### config.mk
export PLATFORM = sky130hd
export DESIGN_NAME = env_voice_sched
export DESIGN_NICKNAME = d
export VERILOG_FILES = /design/src/rtl/env_voice_sched.sv
export SDC_FILE = /design/constraint.sdc
export NUM_CORES = 1
export LEC_CHECK = 0
export ABC_CLOCK_PERIOD_IN_PS = 7950
export CORE_UTILIZATION = 50
export DETAILED_ROUTE_END_ITERATION = 6
export GPL_TIMING_DRIVEN = 0
export HOLD_SLACK_MARGIN = 0.05
export PLACE_DENSITY_LB_ADDON = 0.25
export REMOVE_ABC_BUFFERS = 1
export SYNTH_ARGS = -nofsm -noshare
export SYNTH_HDL_FRONTEND = slang
export SYNTH_SLANG_ARGS = --single-unit
### constraint.sdc
create_clock -name i_clk -period 7.95 [get_ports i_clk]
set_input_delay 0.795 -clock i_clk [delete_from_list [all_inputs] [get_ports i_clk]]
set_output_delay 0.795 -clock i_clk [all_outputs]
set_load 0.01 [all_outputs]
### src/rtl/env_voice_sched.sv
// env_voice_sched: voice scheduler for a bank of envelope generators.
//
// Divides the system clock by 2^PRE_W to form the envelope clock. Accepts note-on
// requests over a valid/ready handshake and gives each note to the lowest-index free
// voice. The chosen voice's clear is held across one envelope clock rise, so the
// envelope starts cleanly. The scheduler tracks a per-voice age in envelope ticks and
// reports busy/free from it.
//
// Optional feature macro: STEAL_EN
//   defined   - when every voice is busy, the oldest voice is reused and o_steal pulses
//   undefined - o_note_ready stays low while every voice is busy; o_steal is tied to 0
//
// Ports:
//   i_clk          system clock
//   i_rst_n        asynchronous active-low reset
//   i_note_valid   note-on request
//   i_note_key     key of the request, captured on accept
//   o_note_ready   scheduler can accept a request this cycle
//   o_env_clk      envelope clock to all voices (prescaler MSB)
//   o_voice_clr    per-voice envelope clear, at most one bit high
//   o_voice_key    key held by each voice, voice v at [v*NOTE_W +: NOTE_W]
//   o_voice_busy   per-voice envelope still running
//   o_steal        one-cycle pulse when an allocation reused a busy voice

`ifndef CLK_FREQ
`define CLK_FREQ 50000000
`endif

module env_voice_sched #(
  parameter int unsigned NUM_VOICES = 4,
  parameter int unsigned NOTE_W     = 7,
  parameter int unsigned PRE_W      = 16,
  parameter int unsigned ENV_TICKS  = 3 * (`CLK_FREQ / 65536)
) (
  input  logic                         i_clk,
  input  logic                         i_rst_n,
  input  logic                         i_note_valid,
  input  logic [NOTE_W-1:0]            i_note_key,
  output logic                         o_note_ready,
  output logic                         o_env_clk,
  output logic [NUM_VOICES-1:0]        o_voice_clr,
  output logic [NUM_VOICES*NOTE_W-1:0] o_voice_key,
  output logic [NUM_VOICES-1:0]        o_voice_busy,
  output logic                         o_steal
);

  localparam int unsigned VIdxW = (NUM_VOICES > 1) ? $clog2(NUM_VOICES) : 1;
  localparam logic [15:0] AgeMax = 16'(ENV_TICKS - 1);
  // Last cycle before the envelope clock rises.
  localparam logic [PRE_W-1:0] PreRise = {1'b0, {(PRE_W-1){1'b1}}};
  // Three quarters through the prescaler period: well after the rise, before the fall.
  localparam logic [PRE_W-1:0] PreExit = {2'b11, {(PRE_W-2){1'b0}}};

  typedef enum logic [1:0] {StIdle, StAlloc, StArm} state_e;

  state_e                  r_state, w_state_d;
  logic [PRE_W-1:0]        r_pre;
  logic [NOTE_W-1:0]       r_key_lat;
  logic                    r_lo_seen;
  logic [NUM_VOICES-1:0]   r_clr;
  logic [NOTE_W-1:0]       r_key [NUM_VOICES];
  logic [15:0]             r_age [NUM_VOICES];
  logic [NUM_VOICES-1:0]   r_busy;

  logic                    w_rise;
  logic                    w_free_found;
  logic [VIdxW-1:0]        w_free_idx;
  logic [VIdxW-1:0]        w_alloc_idx;
  logic [NUM_VOICES-1:0]   w_alloc_oh;
  logic                    w_can_accept;
  logic                    w_steal_sel;
  logic                    w_accept;
  logic                    w_arm_exit;
  logic [15:0]             w_age_d [NUM_VOICES];
  logic [NUM_VOICES-1:0]   w_busy_d;

  assign w_rise       = (r_pre == PreRise);
  assign o_env_clk    = r_pre[PRE_W-1];
  assign o_voice_clr  = r_clr;
  assign o_voice_busy = r_busy;

  // Lowest-index free voice, based on the registered busy flags.
  always_comb begin
    w_free_found = 1'b0;
    w_free_idx   = '0;
    for (int i = NUM_VOICES - 1; i >= 0; i--) begin
      if (!r_busy[i]) begin
        w_free_found = 1'b1;
        w_free_idx   = VIdxW'(i);
      end
    end
  end

`ifdef STEAL_EN
  logic [VIdxW-1:0] w_old_idx;

  // Oldest voice; strict compare keeps ties on the lowest index.
  always_comb begin
    w_old_idx = '0;
    for (int i = 1; i < NUM_VOICES; i++) begin
      if (r_age[i] > r_age[w_old_idx]) begin
        w_old_idx = VIdxW'(i);
      end
    end
  end

  assign w_can_accept = 1'b1;
  assign w_steal_sel  = !w_free_found;
  assign w_alloc_idx  = w_free_found ? w_free_idx : w_old_idx;
`else
  assign w_can_accept = w_free_found;
  assign w_steal_sel  = 1'b0;
  assign w_alloc_idx  = w_free_idx;
`endif

  always_comb begin
    w_alloc_oh              = '0;
    w_alloc_oh[w_alloc_idx] = 1'b1;
  end

  // FSM next state and handshake outputs.
  always_comb begin
    w_state_d    = r_state;
    o_note_ready = 1'b0;
    o_steal      = 1'b0;
    w_accept     = 1'b0;
    w_arm_exit   = 1'b0;
    unique case (r_state)
      StIdle: begin
        o_note_ready = w_can_accept;
        if (i_note_valid && w_can_accept) begin
          w_accept  = 1'b1;
          w_state_d = StAlloc;
        end
      end
      StAlloc: begin
        o_steal   = w_steal_sel;
        w_state_d = StArm;
      end
      StArm: begin
        // lo_seen proves the rise inside this ARM window has already happened.
        if ((r_pre == PreExit) && r_lo_seen) begin
          w_arm_exit = 1'b1;
          w_state_d  = StIdle;
        end
      end
      default: w_state_d = StIdle;
    endcase
  end

  // Age advance with saturation; the voice being armed stays pinned at zero so its
  // age matches the envelope counter that is being held in clear.
  always_comb begin
    for (int v = 0; v < NUM_VOICES; v++) begin
      w_age_d[v] = r_age[v];
      if (w_rise && (r_age[v] != AgeMax)) begin
        w_age_d[v] = r_age[v] + 16'd1;
      end
      if (((r_state == StAlloc) && w_alloc_oh[v]) || ((r_state == StArm) && r_clr[v])) begin
        w_age_d[v] = '0;
      end
      w_busy_d[v] = (w_age_d[v] != AgeMax);
    end
  end

  always_comb begin
    o_voice_key = '0;
    for (int v = 0; v < NUM_VOICES; v++) begin
      o_voice_key[v*NOTE_W +: NOTE_W] = r_key[v];
    end
  end

  always_ff @(posedge i_clk or negedge i_rst_n) begin
    if (!i_rst_n) begin
      r_state   <= StIdle;
      r_pre     <= '0;
      r_key_lat <= '0;
      r_lo_seen <= 1'b0;
      r_clr     <= '0;
      r_busy    <= '0;
      for (int v = 0; v < NUM_VOICES; v++) begin
        r_key[v] <= '0;
        r_age[v] <= AgeMax;
      end
    end else begin
      r_state <= w_state_d;
      r_pre   <= r_pre + 1'b1;
      r_busy  <= w_busy_d;
      for (int v = 0; v < NUM_VOICES; v++) begin
        r_age[v] <= w_age_d[v];
      end
      if (w_accept) begin
        r_key_lat <= i_note_key;
      end
      if (r_state == StAlloc) begin
        r_key[w_alloc_idx] <= r_key_lat;
        r_clr              <= w_alloc_oh;
        r_lo_seen          <= 1'b0;
      end
      if (r_state == StArm) begin
        if (!r_pre[PRE_W-1]) begin
          r_lo_seen <= 1'b1;
        end
        if (w_arm_exit) begin
          r_clr <= '0;
        end
      end
    end
  end

endmodule

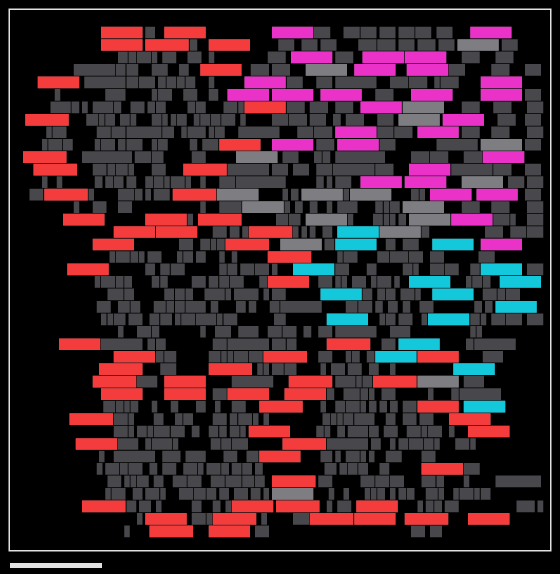
*Register map, names as in the netlist*
Scale bar: 20 um. Other sequential cells in the stronger grey, the rest of the logic in the fainter grey.
[red] r_age | placed flops: 64 | where: all over the die
[cyan] r_pre | placed flops: 16 | where: right middle
[magenta] o_voice_key | placed flops: 28
not coloured: 18

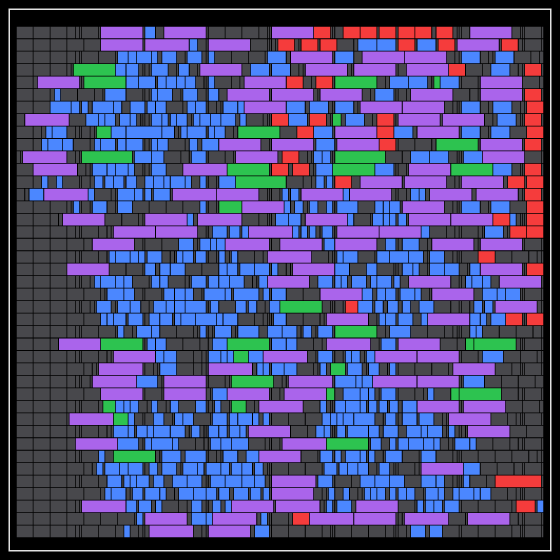
*Cells coloured by class*
Fill, decap, tap and diode cells in grey.
[red] other buffers and delay cells | cells: 49
[purple] flops | cells: 126
[blue] combinational and other logic | cells: 501
[green] clock drivers and dummy loads | cells: 32
Rows: 41
final core utilization: 61.6%

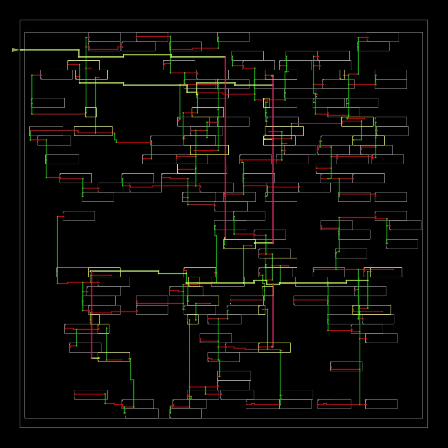
*Clock wiring as the flow saved it*
P_clk: 0.000797 W
TritonCTS buffer count: 17

==> reports/metrics.cfg <==
[timing]
finalSetupViolCount=0
rsz0062_at_grt=no
hold_viol=0
period_needed_ns=3.55
fin_crit_sh_pct=44.7

[floorplanning]
fp-utilization_pct=52.3
nWellTaps=172
die_w_um=118

[cells_and_area]
seq_area_um2=3190
fillers=1030
n_clock_buffer=19
seq_share_pct=40.3
nets=719
regMostFlops=r_age
diodes=0
num-nonclk-inverters=14
dominant_cells=combinational gates
layout.cells.most_common=dfrtp_1
ff_count=126
layout-drive-gt1-share_pct=16.2

[place]
place_ws_ns=4.45
dp.cells=848
gp_congestion=0.848
dp.final_hpwl_um=9600
placed_area_um2=7300

[drt]
wl_um=14300
firstDrtPassIters=5
ant_nets=0
highest_layer=met4
dr_wl_met3_um=494
drcViolationCount=0

[clock_tree]
cts_max_level=4
cts.reportedPaths.clkPinSlew_ns=0.06
insertion_delay_ns=0.42

[setup_path]
end_kind=flop
worstReg2RegStart=r_pre[0]
path_common_cell=or4b_1
max_stage_delay_ns=0.83
crit_cells=7
critPathLaunch=r_pre[0]
reg2reg_depth=7
cp_data_required_time_ns=8.23

[pwr]
p_sw_w=0.000314
powerDensity_nw_per_um2=187
seq_power_w=0.000649
clock_power_share_pct=54.0
p_seq_share_pct=44.0
maxPowerGroup=the clock network

[global_route]
overflow=0
use_met2_pct=34.0
grt_pass1_vias=4919
grt_pass1_wl_um=24100
busiest_layer=met2

[yosys]
yosysChipArea_um2=6700
mux_area_share_pct=6.33
ys_cells=656
synth-seq-cells=126
async_reset_ff_share_pct=100
top_cell_area_share_pct=36.6
yosys.area_share.aoi_pct=4.96

[job]
tool_warnings=34

[status]
status=finished clean

Power figures rest on the tool's default switching activity, not on a simulated workload.
